--- src/rtl/mux_nx1_rr.sv ---
// N-to-1 data multiplexer with a registered valid/ready output stage.
// The source is chosen by an explicit select or by a round-robin arbiter.
module mux_nx1_rr #(
    parameter  int DATA_WIDTH = 16,
    parameter  int CHANNELS   = 4,
    localparam int SEL_W      = $clog2(CHANNELS)
) (
    input  logic                         clock_in,
    input  logic                         reset_n_in,
    input  logic [CHANNELS*DATA_WIDTH-1:0] in_data_in,
    input  logic [CHANNELS-1:0]          in_valid_in,
    output logic [CHANNELS-1:0]          in_ready_out,
    input  logic [SEL_W-1:0]             sel_in,
    input  logic                         mode_in,
    output logic [DATA_WIDTH-1:0]        mux_out,
    output logic                         out_valid_out,
    input  logic                         out_ready_in,
    output logic [SEL_W-1:0]             grant_out
);

    logic [SEL_W-1:0]      rr_ptr;
    logic [SEL_W-1:0]      cand;
    logic                  has_cand;
    logic                  load_en;
    logic                  take;
    logic [DATA_WIDTH-1:0] cand_data;

    // The register can accept a new word when it is empty or draining this cycle.
    assign load_en = !out_valid_out || out_ready_in;

    // NOTE: every variable written here gets a default first, so no latch is inferred.
    always_comb begin
        int idx;
        cand     = '0;
        has_cand = 1'b0;
        idx      = 0;
        if (!mode_in) begin
            if (int'(sel_in) < CHANNELS) begin
                cand     = sel_in;
                has_cand = 1'b1;
            end
        end else begin
            // Search starts one past the last granted channel and wraps.
            for (int i = 1; i <= CHANNELS; i++) begin
                idx = (int'(rr_ptr) + i) % CHANNELS;
                if (!has_cand && in_valid_in[idx]) begin
                    cand     = SEL_W'(idx);
                    has_cand = 1'b1;
                end
            end
        end
    end

    always_comb begin
        in_ready_out = '0;
        if (has_cand) begin
            in_ready_out[cand] = load_en;
        end
    end

    assign take      = has_cand && in_valid_in[cand] && load_en;
    assign cand_data = in_data_in[int'(cand)*DATA_WIDTH +: DATA_WIDTH];

    // NOTE: state registers use non-blocking assignments so all of them update from pre-edge values.
    always_ff @(posedge clock_in or negedge reset_n_in) begin
        if (!reset_n_in) begin
            mux_out       <= '0;
            out_valid_out <= 1'b0;
            grant_out     <= '0;
            rr_ptr        <= SEL_W'(CHANNELS - 1);
        end else if (take) begin
            mux_out       <= cand_data;
            grant_out     <= cand;
            out_valid_out <= 1'b1;
            if (mode_in) begin
                rr_ptr <= cand;
            end
        end else if (out_valid_out && out_ready_in) begin
            out_valid_out <= 1'b0;
        end
    end

endmodule

--- config.mk ---
export PLATFORM = sky130hd
export DESIGN_NAME = mux_nx1_rr
export DESIGN_NICKNAME = d
export VERILOG_FILES = /design/src/rtl/mux_nx1_rr.sv
export SDC_FILE = /design/constraint.sdc
export NUM_CORES = 1
export LEC_CHECK = 0
export ABC_CLOCK_PERIOD_IN_PS = 2500
export CORE_AREA = 2 2 71 73
export CTS_BUF_LIST = sky130_fd_sc_hd__clkbuf_2
export CTS_CLUSTER_DIAMETER = 80
export DETAILED_ROUTE_END_ITERATION = 12
export DIE_AREA = 0 0 73 75
export GPL_TIMING_DRIVEN = 1
export PLACE_DENSITY_LB_ADDON = 0.2
export SLEW_MARGIN = 20
export SYNTH_ARGS = -nofsm -noshare
export SYNTH_HDL_FRONTEND = slang
export SYNTH_SLANG_ARGS = --single-unit
--- constraint.sdc ---
create_clock -name clock_in -period 2.5 [get_ports clock_in]
set_clock_uncertainty 0.1 [all_clocks]
set_input_delay 0.375 -clock clock_in [delete_from_list [all_inputs] [get_ports clock_in]]
set_output_delay 0.375 -clock clock_in [all_outputs]
set_load 0.01 [all_outputs]
==> reports/metrics.csv <==
stage,metric,value,unit
timing,"Worst Setup Slack, final",-29.8,ps
synth,yosys aoi share,8.94,%
layout,Largest regs,"mux_out (16), grant_out (2), rr_ptr (2)",
synth,Yosys top cell by instances,mux2i_1,
power,Sequential Power Share,28.2,%
layout,clkbuf count,3,
clock_tree,CTS tree,yes,
power,internal power,1.43,mW
synth,Main synth FF type,dfrtp_1,
synth,Simple-Gate Area Share,7.89,%
power,switching share of power,33.5,%
layout,final cell count without fillers,317,
status,failing checks,setup timing,
timing,Slew Limit Fails,0,
worst_setup_path,crit path to,mux_out[7],
synth,Gate Count Post-Synth,139,
synth,Synth async-reset ratio,100,%
timing,Final Setup Violations,16,
die,die width,73,um
synth,Post-synth seq share,34.3,%
power,combinational share of power,64.9,%
worst_setup_path,Critical path origin,in_valid_in[0],
synth,area of the mapped netlist,1540,um2
power,Clk power,0.147,mW
die,cell row count,25,
layout,final instance area,3060,um2
timing,Tcrit/Tclk final,101,%
synth,Top non-seq family,multiplexers,
route,ANT nets after route,0,
worst_setup_path,Worst EP arrival,2680,ps
global_routing,GRT Max-Usage Layer,met2,
worst_setup_path,worst path cell trace,"clkdlybuf4s50_1, nor2_4, o22ai_4, buf_6, o311a_4, nor4_4, a211oi_4, buf_6, clkbuf_16, mux2_4",
worst_setup_path,RR Endpoint,mux_out[7],
status,status,"finished, violations left",
power,Seq power,0.606,mW
route,Initial DRT Pass Iterations,4,
synth,"area share, top type",32.5,%
layout,share of layout cells above drive strength 1,31.6,%
global_routing,Overflow after GRT,0,
run,max cap viols,0,
clock_tree,CTS Buf Count,3,
die,Die Ht,75,um
clock_tree,CTS root buf,clkbuf_2,
worst_setup_path,maximum fanout along the worst path,7,
clock_tree,clock transition at the registers of the reported paths,210,ps
route,drt drc,0,
layout,sequential share of cell area,17.2,%
synth,main area contributors,"mux2i_1, dfrtp_1, mux2_1, mux2_2, dfstp_2",
global_routing,initial antenna violation count,0,
route,detailed-route wire length,5.09,mm
==> images/pdn.png <==
Scale bar: 20 um. Pins as bars on the die edge. Tap cells in grey.
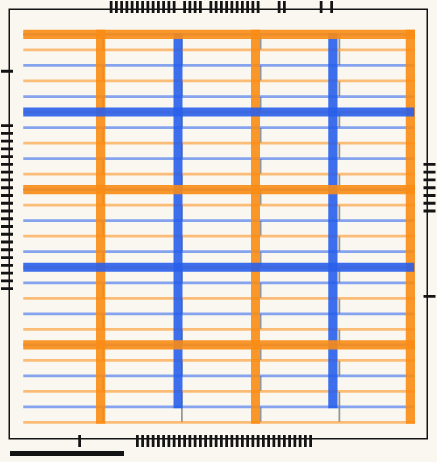
VDD -> blue
VSS -> orange
met4 straps = 5
rows = 25
tap cells = 54
signal pins = 97
met5 straps = 5

==> images/final_congestion.png <==
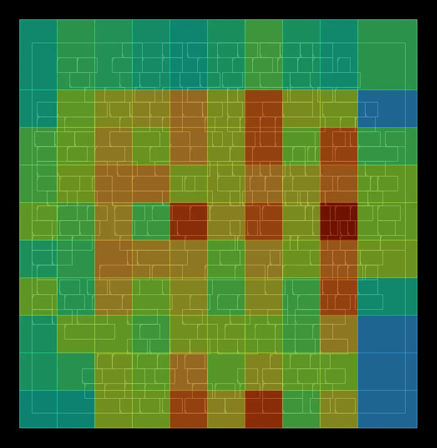
met1 Use GR: 22.1%
Layout Utilization: 65.7%
met3 Resource Use GR: 4.02%

==> images/zoom.png <==
Window x 42 to 67, y 6 to 31 um. Cells in grey, sequential cells in the stronger grey; small squares are vias.
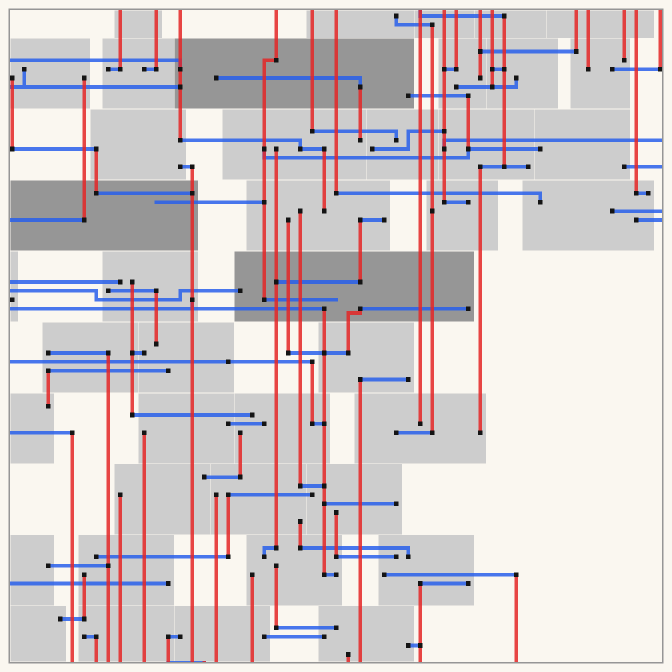
met2 -> red
met1 -> blue
cells with their middle in the window = 33
netlist names of flops here include = `mux_out` (3)
most frequent = clkdlybuf4s50_1 (11), mux2i_1 (8), buf_4 (4)
sequential cells in the window = 3

==> images/metal_stack.png <==
Only two layers are drawn.
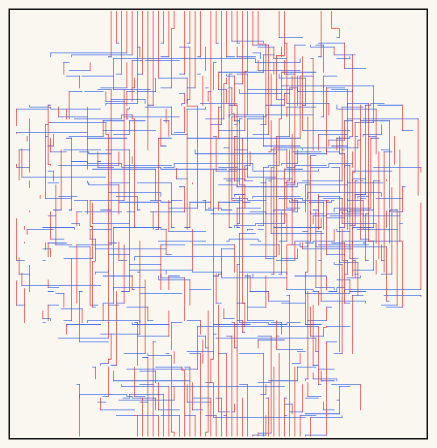
met2 -> red  # wire length 2,860 um
met1 -> blue  # wire length 2,040 um

==> images/registers.png <==
Other sequential cells in the stronger grey, the rest of the logic in the fainter grey.
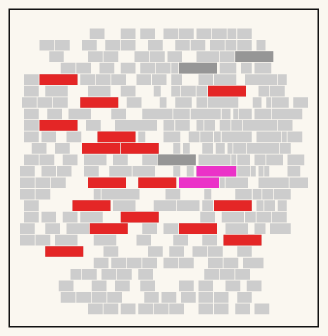
`rr_ptr` -> magenta  # placed flops 2
`mux_out` -> red  # placed flops 16

No activity file was given, so power comes from the tool's default toggle rates.
